Fig. 1: run 1, signal wires on met2
(1.5 px per um) Cells faint in the background.
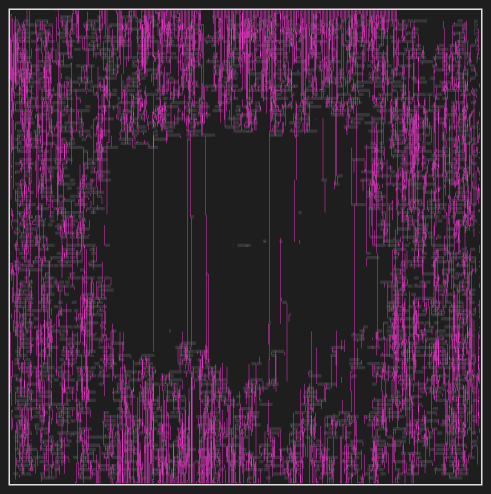
Fig. 2: run 1, routed metal per tile
(1 px per um) 31 x 32 tiles, from dark blue (low) to red (high), scaled to the fullest tile. Values are wire area over tile area, all layers added.
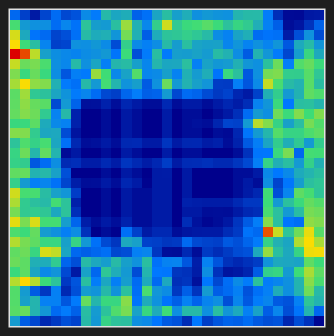
Fig. 3: run 1, pin map
(1.5 px per um) Pins as bars across the die edge, other pins in grey.
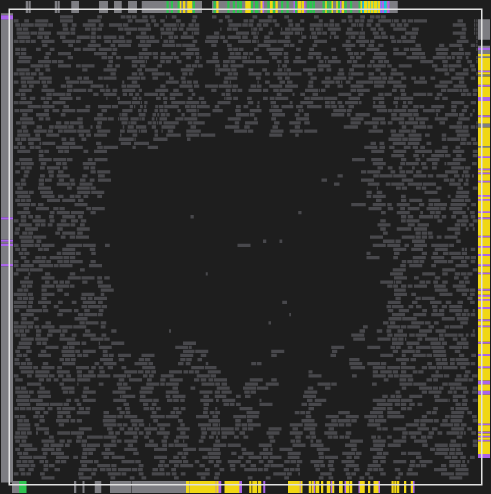
==> config.mk <==
export PLATFORM = sky130hd
export DESIGN_NAME = axi_line_fill_ctrl
export DESIGN_NICKNAME = d
export VERILOG_FILES = /design/src/rtl/axi_cache_pkg.sv /design/src/rtl/line_beat_buf.sv /design/src/rtl/axi_line_fill_ctrl.sv
export SDC_FILE = /design/constraint.sdc
export NUM_CORES = 1
export LEC_CHECK = 0
export CAP_MARGIN = 20
export CORE_AREA = 2 2 312 314
export CTS_CLUSTER_SIZE = 28
export DETAILED_ROUTE_END_ITERATION = 7
export DIE_AREA = 0 0 314 316
export GPL_TIMING_DRIVEN = 0
export PLACE_DENSITY = 0.5
export REMOVE_ABC_BUFFERS = 1
export SLEW_MARGIN = 25
export SYNTH_ARGS = -nofsm -noshare
export SYNTH_HDL_FRONTEND = slang
export SYNTH_SLANG_ARGS = --single-unit
==> constraint.sdc <==
create_clock -name M_AXI_ACLK -period 2.9 [get_ports M_AXI_ACLK]
set_input_delay 0.58 -clock M_AXI_ACLK [delete_from_list [all_inputs] [get_ports M_AXI_ACLK]]
set_output_delay 0.58 -clock M_AXI_ACLK [all_outputs]
set_load 0.01 [all_outputs]
==> src/rtl/axi_cache_pkg.sv <==
// Shared types and helpers for the cache line-fill miss engine.
// Beats are fixed at 8 bytes, matching the SIZE_8B request size.
package axi_cache_pkg;

    typedef enum logic [2:0] {
        IDLE    = 3'd0,
        WB_REQ  = 3'd1,
        WB_WAIT = 3'd2,
        RD_REQ  = 3'd3,
        RD_WAIT = 3'd4,
        FILL    = 3'd5
    } fill_state_e;

    localparam logic [2:0]  SIZE_8B    = 3'd3;
    localparam logic [1:0]  BURST_INCR = 2'b01;
    localparam int unsigned BEAT_BYTES = 8;

    // Byte address of beat idx within the line starting at base (wraps modulo 2^64).
    function automatic logic [63:0] beat_addr(input logic [63:0] base, input logic [63:0] idx);
        return base + idx * 64'(BEAT_BYTES);
    endfunction

endpackage

==> src/rtl/line_beat_buf.sv <==
// Refill line buffer: BEATS x DATA_W registers, written one beat at a time by index
// and read out as a full line with beat 0 in the least significant bits.
module line_beat_buf #(
    parameter int BEATS  = 4,
    parameter int DATA_W = 64
) (
    input  logic                     M_AXI_ACLK,
    input  logic                     M_AXI_ARESETN,
    input  logic                     wr_en,
    input  logic [$clog2(BEATS)-1:0] wr_idx,
    input  logic [DATA_W-1:0]        wr_data,
    output logic [BEATS*DATA_W-1:0]  line_data
);

    logic [DATA_W-1:0] mem_q [BEATS];

    // NOTE: this storage is reset because its contents drive fill_data directly and must
    // read as zero after reset; sequential state uses <= so all registers update together.
    always_ff @(posedge M_AXI_ACLK or negedge M_AXI_ARESETN) begin
        if (!M_AXI_ARESETN) begin
            for (int i = 0; i < BEATS; i++) begin
                mem_q[i] <= '0;
            end
        end else if (wr_en) begin
            mem_q[wr_idx] <= wr_data;
        end
    end

    for (genvar g = 0; g < BEATS; g++) begin : g_line
        assign line_data[g*DATA_W +: DATA_W] = mem_q[g];
    end

endmodule

==> src/rtl/axi_line_fill_ctrl.sv <==
// Line miss engine: optional victim write-back, then beat-by-beat refill via a single-beat driver.
// Define CRITICAL_WORD_FIRST_EN to start the refill at the missed beat and wrap around the line.
module axi_line_fill_ctrl
    import axi_cache_pkg::*;
#(
    parameter int AXI_ADDR_WIDTH = 32,
    parameter int AXI_DATA_WIDTH = 64,
    parameter int LINE_BYTES     = 32
) (
    input  logic                          M_AXI_ACLK,
    input  logic                          M_AXI_ARESETN,
    input  logic                          miss_valid,
    output logic                          miss_ready,
    input  logic [AXI_ADDR_WIDTH-1:0]     miss_addr,
    input  logic                          miss_dirty,
    input  logic [AXI_ADDR_WIDTH-1:0]     victim_addr,
    input  logic [LINE_BYTES*8-1:0]       victim_data,
    output logic                          fill_valid,
    input  logic                          fill_ready,
    output logic [AXI_ADDR_WIDTH-1:0]     fill_addr,
    output logic [LINE_BYTES*8-1:0]       fill_data,
    output logic                          fill_err,
    output logic                          req_valid,
    input  logic                          req_ready,
    output logic                          req_is_write,
    output logic [AXI_ADDR_WIDTH-1:0]     req_addr,
    output logic [7:0]                    req_len,
    output logic [2:0]                    req_size,
    output logic [AXI_DATA_WIDTH-1:0]     req_wdata,
    output logic [AXI_DATA_WIDTH/8-1:0]   req_wstrb,
    input  logic                          rsp_valid,
    input  logic [AXI_DATA_WIDTH-1:0]     rsp_rdata,
    input  logic                          rsp_err
);

    localparam int BEATS  = LINE_BYTES / BEAT_BYTES;
    localparam int CNT_W  = $clog2(BEATS);
    localparam logic [AXI_ADDR_WIDTH-1:0] LINE_MASK = ~AXI_ADDR_WIDTH'(LINE_BYTES - 1);
    localparam logic [CNT_W-1:0]          LAST_BEAT = CNT_W'(BEATS - 1);

    fill_state_e state_q, state_d;

    logic [CNT_W-1:0]          cnt_q;
    logic [CNT_W-1:0]          rd_idx;
    logic [AXI_ADDR_WIDTH-1:0] miss_base_q;
    logic [AXI_ADDR_WIDTH-1:0] victim_base_q;
    logic [AXI_DATA_WIDTH-1:0] victim_q [BEATS];
    logic                      err_q;
    logic                      accept;
    logic                      rsp_fire;
    logic                      buf_we;

    assign accept   = miss_valid && (state_q == IDLE);
    assign rsp_fire = rsp_valid && ((state_q == WB_WAIT) || (state_q == RD_WAIT));
    assign buf_we   = rsp_valid && (state_q == RD_WAIT);

`ifdef CRITICAL_WORD_FIRST_EN
    localparam int OFF_W  = $clog2(LINE_BYTES);
    localparam int BOFF_W = $clog2(BEAT_BYTES);

    logic [CNT_W-1:0] start_q;

    always_ff @(posedge M_AXI_ACLK or negedge M_AXI_ARESETN) begin
        if (!M_AXI_ARESETN) begin
            start_q <= '0;
        end else if (accept) begin
            start_q <= miss_addr[OFF_W-1:BOFF_W];
        end
    end

    // Read order wraps from the critical beat; the counter still tracks beats issued.
    assign rd_idx = cnt_q + start_q;
`else
    assign rd_idx = cnt_q;
`endif

    always_ff @(posedge M_AXI_ACLK or negedge M_AXI_ARESETN) begin
        if (!M_AXI_ARESETN) begin
            state_q <= IDLE;
        end else begin
            state_q <= state_d;
        end
    end

    always_comb begin
        state_d = state_q;
        unique case (state_q)
            IDLE:    if (miss_valid) state_d = miss_dirty ? WB_REQ : RD_REQ;
            WB_REQ:  if (req_ready)  state_d = WB_WAIT;
            WB_WAIT: if (rsp_valid)  state_d = (cnt_q == LAST_BEAT) ? RD_REQ : WB_REQ;
            RD_REQ:  if (req_ready)  state_d = RD_WAIT;
            RD_WAIT: if (rsp_valid)  state_d = (cnt_q == LAST_BEAT) ? FILL : RD_REQ;
            FILL:    if (fill_ready) state_d = IDLE;
            default: state_d = IDLE;
        endcase
    end

    // NOTE: every output gets a default before the case so no path leaves one unassigned
    // (which would infer a latch).
    always_comb begin
        miss_ready   = 1'b0;
        fill_valid   = 1'b0;
        req_valid    = 1'b0;
        req_is_write = 1'b0;
        req_addr     = '0;
        req_wdata    = '0;
        unique case (state_q)
            IDLE: miss_ready = 1'b1;
            WB_REQ: begin
                req_valid    = 1'b1;
                req_is_write = 1'b1;
                req_addr     = AXI_ADDR_WIDTH'(beat_addr(64'(victim_base_q), 64'(cnt_q)));
                req_wdata    = victim_q[cnt_q];
            end
            RD_REQ: begin
                req_valid = 1'b1;
                req_addr  = AXI_ADDR_WIDTH'(beat_addr(64'(miss_base_q), 64'(rd_idx)));
            end
            FILL:    fill_valid = 1'b1;
            default: ;
        endcase
    end

    assign req_len   = 8'd0;
    assign req_size  = SIZE_8B;
    assign req_wstrb = {(AXI_DATA_WIDTH/8){req_is_write}};

    always_ff @(posedge M_AXI_ACLK or negedge M_AXI_ARESETN) begin
        if (!M_AXI_ARESETN) begin
            cnt_q         <= '0;
            err_q         <= 1'b0;
            miss_base_q   <= '0;
            victim_base_q <= '0;
            for (int i = 0; i < BEATS; i++) begin
                victim_q[i] <= '0;
            end
        end else if (accept) begin
            cnt_q         <= '0;
            err_q         <= 1'b0;
            miss_base_q   <= miss_addr & LINE_MASK;
            victim_base_q <= victim_addr & LINE_MASK;
            for (int i = 0; i < BEATS; i++) begin
                victim_q[i] <= victim_data[i*AXI_DATA_WIDTH +: AXI_DATA_WIDTH];
            end
        end else if (rsp_fire) begin
            // Errors are sticky and never cut a miss short; every beat is still issued.
            err_q <= err_q | rsp_err;
            cnt_q <= (cnt_q == LAST_BEAT) ? '0 : cnt_q + 1'b1;
        end
    end

    assign fill_addr = miss_base_q;
    assign fill_err  = err_q;

    line_beat_buf #(
        .BEATS  (BEATS),
        .DATA_W (AXI_DATA_WIDTH)
    ) u_line_buf (
        .M_AXI_ACLK    (M_AXI_ACLK),
        .M_AXI_ARESETN (M_AXI_ARESETN),
        .wr_en         (buf_we),
        .wr_idx        (rd_idx),
        .wr_data       (rsp_rdata),
        .line_data     (fill_data)
    );

endmodule
==> flow_summary.toml, run 1 <==
# synthesis and place-and-route metrics
[grt]
grt_antenna_before_repair = 18
grt_use_total = 0.168
grt_max_degree = 88

[worst_setup_path]
cp_num_buf_inv = 4
rr_startpoint = "state_q[2]$_DFFE_PN0P_"
startpoint = "cnt_q[0]$_DFFE_PN0P_"
cp_top_family = "buffers and inverters"
cp.required_ps = 2320
endpoint_kind = "output port"
reg2reg_depth = 9
worstPathArrival_ps = 2450
cp_slowest_cell = "dfrtp_4"
r2r-end = "victim_q[10]$_DFFE_PN0P_"
crit_path_start_kind = "flop"

[layout]
final_util = 0.385
nets = 2723
mostFrequentLayoutCell = "clkdlybuf4s50_1"

[final_timing]
holdWs_ps = 451
final.setup.worst_slack_ps = -132
period_needed_ps = 3030
setup_viol = 36
rsz0062_at_grt = "true"
max_slew_margin = 0.488
skew_ps = 20.5

[synth]
topCellsByArea = "dfrtp_1, mux2_2, mux4_2"
mux_area_frac = 0.335
ys_sh_simple = 0.0276
ys_chip_area_sq_mm = 0.0242
synthTopCellsByCount = "dfrtp_1, mux2_2, and3_1"
synth-seq-cells = 572
ys_sh_aoi = 0.00398
yosys.area_share.xor_xnor = 0.000362
top_area_cell = "dfrtp_1"
top_cell = "dfrtp_1"
netlist_area_sq_mm = 0.0242
ys_cells = 1499
synth_warnings = 0
synth.distinct_cells = 38

[clock_tree]
clk_pin_slew_ps = 60
cts_tree = "done"
clkLatencyLatePin_ps = 640
clockRootBuffer = "clkbuf_16"
clock_sinks = 572
numCtsBuffers = 72
clk_path_buf_depth = 3

[die]
fp-utilization = 0.252
die_width_um = 314
ioPinCount = 800
rows = 114
chip_area_sq_mm = 0.0992
die_h_um = 316

[placed_design]
place_ws_ps = -676
gp_congestion = 0.776
placed_cell_area_sq_mm = 0.0333
dpl.hpwl_um = 56800

[route]
firstDrtPassIters = 4
drc = 0
drtIter0Drc = 595
drt-vias-per-instance = 4.41
num_vias = 16200
final_antenna_net_count = 0

[pwr]
clk-power_w = 0.00934
comb-power_w = 0.0162
pg_seq_w = 0.0128
pwr_density_cell_mw_per_mm2 = 1040
ir_drop_mv = 0.702
p_switching_w = 0.0119
swShare = 0.311
clockPowerShare = 0.244
p_int_w = 0.0264

[run_status]
status = "finished, violations left"
violations = "negative setup slack"

[job]
cap_violations = 0
About Fig. 1:
The longest straight run is 167 um. 2578 nets have wire on it. The layer carries 41.2 mm of wire.

About Fig. 2:
6.9% of the tiles are nearly empty. The fullest tile reaches 0.52. The mean over all tiles is 0.14. 13% of the tiles are over half the peak.

About Fig. 3:
Yellow stands for victim_data, pins 256, direction input, edge 156 right, 71 bottom, 29 top. Orange stands for req_is_write, pins 1, direction output, edge top. Cyan stands for req_wstrb, pins 8, direction output, edge top. Green stands for victim_addr, pins 32, direction input, edge 27 top, 5 bottom. Purple stands for req_wdata, pins 64, direction output, edge 38 right, 13 bottom, 7 top, 6 left.
All pins by edge: 230 left, 212 right, 203 top, 155 bottom.

[run 1: flip-flops by register name, indices dropped and copies added (netlist names)]
| signal | count |
|---|---|
| fill_addr | 27 |
| cnt_q | 2 |
| state_q | 3 |
| u_line_buf.line_data | 256 |
| fill_err | 1 |
| victim_q | 256 |
| victim_base_q | 27 |
[run 1: worst register-to-register path, delay by kind of cell, from the launching register on]
kind	cells	cell delay, ps
multiplexers	1	350
buffers and inverters	6	1370
flip-flops	1	430
AND/OR/NAND/NOR	2	480
[run 1: metal layers]
layer,GRT usage,routed length (um),vias to the layer above
met4,0.0512,2090,12
met2,0.276,41200,621
met5,0,77,-
li1,-,-,7068
met1,0.194,33000,8333
met3,0.0785,8860,132
[run 1: metrics by stage]
step / instances / total power, W
floorplan: 1391 / 0.0198
global placement: 3437 / 0.0250
detailed placement: 3459 / 0.0275
CTS: 3648 / 0.0387
global route: 3664 / 0.0406
finish: 3667 / 0.0383
[run 1: how the worst max path moves through the flow]
| stage | end | slack, ps | cells after the start |
|---|---|---|---|
| after floorplan | fill_addr[16]$_DFFE_PN0P_ | -6640 | 3 |
| after global placement | victim_q[231]$_DFFE_PN0P_ | -24840 | 1 |
| after detailed placement | victim_q[184]$_DFFE_PN0P_ | -680 | 8 |
| after CTS | req_wdata[29] | -220 | 6 |
| after global routing | req_wdata[29] | -200 | 6 |
| final | req_wdata[29] | -130 | 6 |
[run 1: area by class of cell]
type	count	area [sq um]
clock inverter	25	337
multi-input combinational	817	9290
fill	8937	59000
tap	1276	1600
timing repair buffer	860	9250
sequential	572	14300
antenna	9	22.5
clock buffer	104	2120
inverter	4	43.8
Fig. 4: run 1, M3 wires
(1.5 px per um) Cells faint in the background.
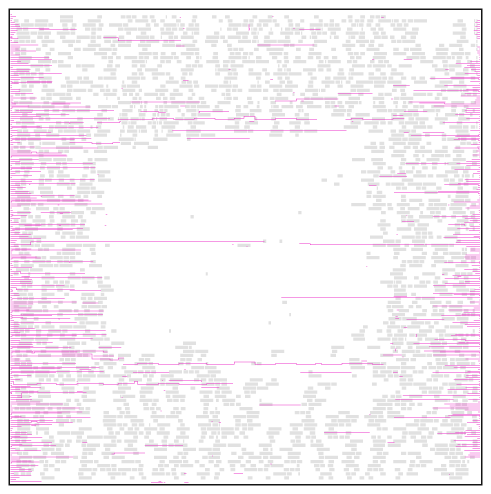

==> run 2, diff against run 1 <==
--- a/config.mk
+++ b/config.mk
@@ -6,10 +6,10 @@
 export NUM_CORES = 1
 export LEC_CHECK = 0
 export CAP_MARGIN = 20
-export CORE_AREA = 2 2 312 314
+export CORE_MARGIN = 2
+export CORE_UTILIZATION = 25
 export CTS_CLUSTER_SIZE = 28
 export DETAILED_ROUTE_END_ITERATION = 7
-export DIE_AREA = 0 0 314 316
 export GPL_TIMING_DRIVEN = 0
 export PLACE_DENSITY = 0.5
 export REMOVE_ABC_BUFFERS = 1
Fig. 5: run 2, M3 wires
(1.5 px per um) Cells faint in the background.
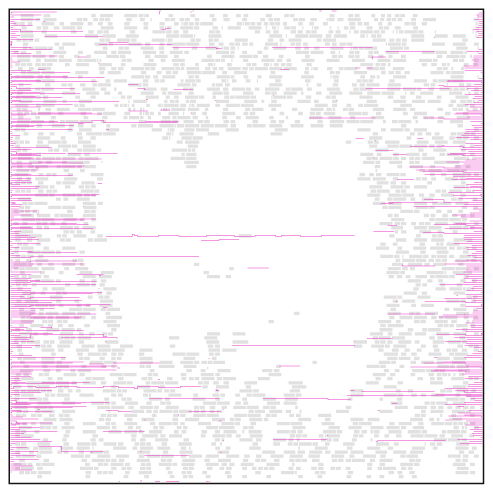
467 nets have wire on it. The layer carries 9140 um of wire. The longest straight run is 112 um.

==> run 2 against run 1 <==
Against the previous run:
- the flow still finishes with violations (negative setup slack)
- sequential power hardly changed
- setup slack lost 44 ps
- register-to-register slack improved by 140 ps
- fmax decreased by 1.4%
- sequential cell count unchanged
- sequential share of layout area up 0.34 points
- via count fell by 1.2%
- final cell count decreased by 0.82%
==> flow_summary.toml, run 2 <==
# synthesis and place-and-route metrics
[run_status]
status = "finished, violations left"
violations = "negative setup slack"

[clock_tree]
clkLatencyLatePin_ps = 620
clock_sinks = 572
numCtsBuffers = 69
h-tree-depth = 3
clockRootBuffer = "clkbuf_16"
clk_pin_slew_ps = 60
cts_tree = "done"
clk_path_buf_depth = 3

[worst_setup_path]
reg2reg_depth = 7
crit_path_start_kind = "flop"
cp.required_ps = 2320
worstPathArrival_ps = 2500
cp_slowest_cell = "dfrtp_4"
endpoint_kind = "output port"
path_class = "flop to output port"

[final_timing]
holdWs_ps = 447
final.setup.worst_slack_ps = -175
hold_viol_final = 0
setup_viol = 45
rsz0062_at_grt = "true"
max_slew_margin = 0.479
skew_ps = 29.4
period_needed_ps = 3080

[pwr]
power_w = 0.0376
pwr_density_cell_mw_per_mm2 = 1020
ir_drop_mv = 0.448
power_leakage_nw = 16.0

[synth]
synthTopCellsByCount = "dfrtp_1, mux2_2, and3_1"
synth-seq-cells = 572
synth.distinct_cells = 38
top_cell = "dfrtp_1"
ys_chip_area_sq_mm = 0.0242
ys_cells = 1499
netlist_area_sq_mm = 0.0242
ff_type = "dfrtp_1"
top_area_cell = "dfrtp_1"
topCellsByArea = "dfrtp_1, mux2_2, mux4_2"
synth_warnings = 0

[die]
chip_area_sq_mm = 0.0993
die_h_um = 315
die_width_um = 315
rows = 114
fp-utilization = 0.251
ioPinCount = 800

[grt]
grt.busiest_layer = "met2"
grt_antenna_before_repair = 19
grt_max_degree = 87
use_met2 = 0.276
grt_use_total = 0.166
grt_use_met3 = 0.0747

[route]
routed-wl-met2_um = 41100
final_antenna_net_count = 0
firstDrtPassIters = 4
num_vias = 16000
drt-vias-per-instance = 4.39
highest_layer = "met5"
m1WireLength_um = 31600
wl_per_cell_um = 23.1
drtIter0Drc = 575
drc = 0
met3_length_um = 9140

[layout]
nets = 2700
drive_gt1_frac = 0.382
final_util = 0.381
mostFrequentLayoutCell = "clkdlybuf4s50_1"

[placed_design]
place_ws_ps = -578
gp_congestion = 0.783
dpl.hpwl_um = 57100
placed_cell_area_sq_mm = 0.0333
dp.cells = 3461

[job]
cap_violations = 0
Fig. 6: run 2, signal wires on met2
(1.5 px per um) Cells faint in the background.
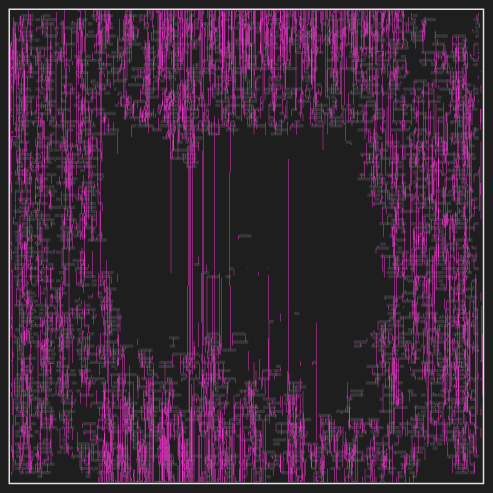
2566 nets have wire on it. The layer carries 41.1 mm of wire. The layer holds 49% of the routed length. The wires run mostly vertical. The longest straight run is 177 um.

-- run 2: cell counts after synthesis --
Identical to the previous run, type by type.
-- run 2: worst paths after layout --
check / endpoint / from / slack, ps
min in group M_AXI_ACLK: victim_q[254]$_DFFE_PN0P_ / victim_q[254]$_DFFE_PN0P_ / 480
setup / recovery: req_wdata[48] / cnt_q[0]$_DFFE_PN0P_ / -180
hold / removal: u_line_buf.line_data[87]$_DFFE_PN0P_ / M_AXI_ARESETN / 450
setup reg to reg: victim_q[160]$_DFFE_PN0P_ / state_q[0]$_DFFE_PN0P_ / 310
hold reg to reg: victim_q[254]$_DFFE_PN0P_ / victim_q[254]$_DFFE_PN0P_ / 480
max in group asynchronous: victim_q[253]$_DFFE_PN0P_ / M_AXI_ARESETN / 740
-- run 2: cells by family after synthesis --
family	count (synthesis)	synth area share
xor+xnor	1	0.000362
fa+ha+maj	4	0.00207
buf+inv	129	0.0391
simple gates	119	0.0276
mux	660	0.335
flops	572	0.591
compound gates	12	0.00398
other cells	2	0.000310
-- run 2: worst max-delay path: cells and delay by family (launching register included) --
family	cells	cell delay [ps]
DFF	1	510
buffers and inverters	5	670
muxes	1	430
and+or+nand+nor	1	250
-- run 2: layout make-up --
class                           count  area, sq um
Inverter                            4         47.5
Tap cell                         1276         1600
Antenna cell                       10         25.0
Clock inverter                     18          323
Timing Repair Buffer              840         9020
Clock buffer                      100         2050
Timing Repair inverter              1         8.76
Multi-Input combinational cell    816         9280
Sequential cell                   572        14300
Fill cell                        9132        59600
-- run 2: power by group --
group          total, W  switching [W]  leakage, nW  internal [W]
clock network   0.00910        0.00349         1.16       0.00561
registers        0.0128        0.00170         7.20        0.0111
logic            0.0156        0.00637         7.65       0.00926
==> run 3, diff against run 2 <==
--- a/config.mk
+++ b/config.mk
@@ -5,7 +5,6 @@
 export SDC_FILE = /design/constraint.sdc
 export NUM_CORES = 1
 export LEC_CHECK = 0
-export CAP_MARGIN = 20
 export CORE_MARGIN = 2
 export CORE_UTILIZATION = 25
 export CTS_CLUSTER_SIZE = 28
Fig. 7: run 3, routing congestion
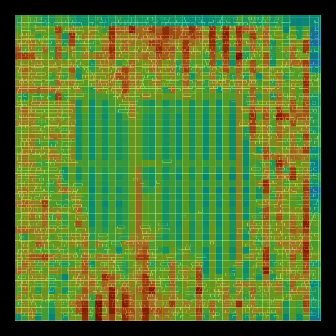
busiest grt layer: met2
met1 GRT Util: 0.188
WL/cell: 23.1 um
Total GRT Usage: 0.166
met2 global-route usage: 0.276

Fig. 8: run 3, pin map
(1.5 px per um) Pins as bars across the die edge, other pins in grey.
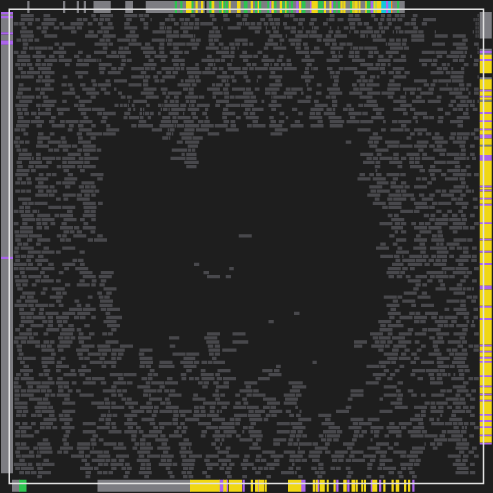
Cyan stands for req_wstrb, pins 8, direction output, edge top. Purple stands for req_wdata, pins 64, direction output, edge 37 right, 15 bottom, 6 left, 6 top. Orange stands for req_is_write, pins 1, direction output, edge top. Yellow stands for victim_data, pins 256, direction input, edge 150 right, 71 bottom, 35 top. Green stands for victim_addr, pins 32, direction input, edge 27 top, 5 bottom.

==> run 3 against run 2 <==
Against the previous run:
- the flow still finishes with violations (negative setup slack)
- combinational power hardly changed
- setup slack stayed put
- count of clock-buffer cells in the layout stayed put
- sequential power hardly changed
- register-to-register slack hardly changed
- final cell count stayed put
- worst hold slack stayed put
- wire length stayed put
- clock skew stayed put
==> flow_summary.toml, run 3 <==
# synthesis and place-and-route metrics
[synth]
synth.distinct_cells = 38
logic_family = "multiplexers"
ys_sh_simple = 0.0276
top_cell = "dfrtp_1"
ys_chip_area_sq_mm = 0.0242
ys_sh_aoi = 0.00398
synthTopCellsByCount = "dfrtp_1, mux2_2, and3_1"
yosys.area_share.xor_xnor = 0.000362
synth_warnings = 0
avgSynthCellArea_sq_um = 16.1
netlist_area_sq_mm = 0.0242
ff_type = "dfrtp_1"
topCellsByArea = "dfrtp_1, mux2_2, mux4_2"
synth.top_cell.area_share = 0.591
top_area_cell = "dfrtp_1"
synthArstFlopShare = 1.00
mux_area_frac = 0.335
synth-seq-cells = 572
ys_cells = 1499
ys_sh_adder = 0.00207

[clock_tree]
clk_path_buf_depth = 3
clkLatencyLatePin_ps = 620
numCtsBuffers = 69
clk_pin_slew_ps = 60
clockRootBuffer = "clkbuf_16"
clock_sinks = 572
cts_tree = "done"
h-tree-depth = 3

[final_timing]
max_slew_margin = 0.479
skew_ps = 29.4
finalClockPeriodUsage = 1.06
final.setup.worst_slack_ps = -175
period_needed_ps = 3080
setup_viol = 45
fmax_mhz = 325
hold_viol_final = 0
tns_ps = -3740
rsz0062_at_grt = "true"
tightestPinTransition_ps = 778

[worst_setup_path]
reg2reg_depth = 7
r2r-end = "victim_q[160]$_DFFE_PN0P_"
rrSetupSlack_ps = 310
startpoint = "cnt_q[0]$_DFFE_PN0P_"
worstPathArrival_ps = 2500
path_class = "flop to output port"
path_cells = "buf_12 -> buf_12 -> buf_16 -> buf_6 -> mux4_2 -> and3_4 -> buf_6"
cp.required_ps = 2320
max_stage_delay_ps = 510
cp_slowest_cell = "dfrtp_4"
rr_startpoint = "state_q[0]$_DFFE_PN0P_"
cp_top_family = "buffers and inverters"
crit_path_start_kind = "flop"
endpoint_kind = "output port"
cp_num_buf_inv = 5
path_depth = 7
crit_end = "req_wdata[48]"

[layout]
area_growth_pct = 51.5
mostFrequentLayoutCell = "clkdlybuf4s50_1"
drive_gt1_frac = 0.382
lay_top_cells = "clkdlybuf4s50_1, dfrtp_1, mux2_2"
nets = 2700

[pwr]
p_int_w = 0.0260
power_frac_seq = 0.342
pwr_density_cell_mw_per_mm2 = 1020
clockPowerShare = 0.242
swShare = 0.308
ir_drop_mv = 0.448
comb_power_share = 0.416
p_switching_w = 0.0116
power_leakage_nw = 16.0

[worst_hold_path]
holdCritPathClass = "input port to async pin"

[route]
firstDrtPassIters = 4
drt-total-wl_um = 83900
drt-vias-per-instance = 4.39
final_antenna_net_count = 0
num_vias = 16000
drtIter0Drc = 575
drc = 0

[grt]
grt_pass1_vias = 17900
grt_pass1_wl_um = 121000
grt_use_met3 = 0.0747
grt_antenna_before_repair = 19
grt_max_degree = 87

[placed_design]
gp_congestion = 0.783
dpl.hpwl_um = 57100
place_ws_ps = -578
portBuffers = 770

[die]
die_h_um = 315
chip_area_sq_mm = 0.0993
rows = 114
fp-utilization = 0.251
die_width_um = 315
fp.coreArea_sq_mm = 0.0963
ioPinCount = 800

[job]
tool_warnings = 40
cap_violations = 0

[run_status]
status = "finished, violations left"
violations = "negative setup slack"
==> run 3: cell counts after synthesis <==
Identical to the previous run, type by type.
==> run 3: power groups by stage <==
stage / Clock, W / Combinational [W] / Sequential, W
global placement: 0 / 0.0122 / 0.0128
floorplan: 0 / 0.00661 / 0.0132
CTS: 0.00944 / 0.0159 / 0.0129
finish: 0.00910 / 0.0156 / 0.0128
global route: 0.00979 / 0.0167 / 0.0132
detailed placement: 0 / 0.0143 / 0.0132
==> run 3: repair_timing <==
item,CTS,global route
gates cloned,9,1
hold endpoints to repair,42,0
hold buffers,1,0
pin swaps,17,5
setup buffers,34,8
resized,368,54
setup endpoints to repair,104,158
==> run 3: cell families after synthesis <==
group                      after synthesis
AOI/OAI and AO/OA                       12
buffers and inverters                  129
adders and majority gates                4
xor gates and xnor gates                 1
and+or+nand+nor                        119
DFF                                    572
muxes                                  660
other                                    2
==> run 3: routing by layer <==
metal  vias up  share of wire
met4        10          0.024
met1      8239           0.38
met5         -        0.00079
met3       119           0.11
li1       7009              -
met2       588           0.49
==> run 3: through the flow <==
stage	power, W	instance area [sq um]	hold slack [ps]	cells	util
finish	0.0376	36700	447	3637	0.381
global route	0.0398	36700	436	3635	0.381
CTS	0.0382	36500	395	3623	0.379
detailed placement	0.0275	33300	473	3461	0.346
global placement	0.0251	32600	467	3437	0.339
floorplan	0.0198	23300	284	1391	-
==> run 3: area by class of cell <==
cell class / instances / area (sq um)
repair buffers: 840 / 9020
well taps: 1276 / 1600
repair inverters: 1 / 8.76
multi-input cells: 816 / 9280
clock inverters: 18 / 323
diodes: 10 / 25.0
clock buffers: 100 / 2050
fillers: 9132 / 59600
inverters: 4 / 47.5
flip-flops and latches: 572 / 14300
Power is estimated from default activity; no workload was simulated.
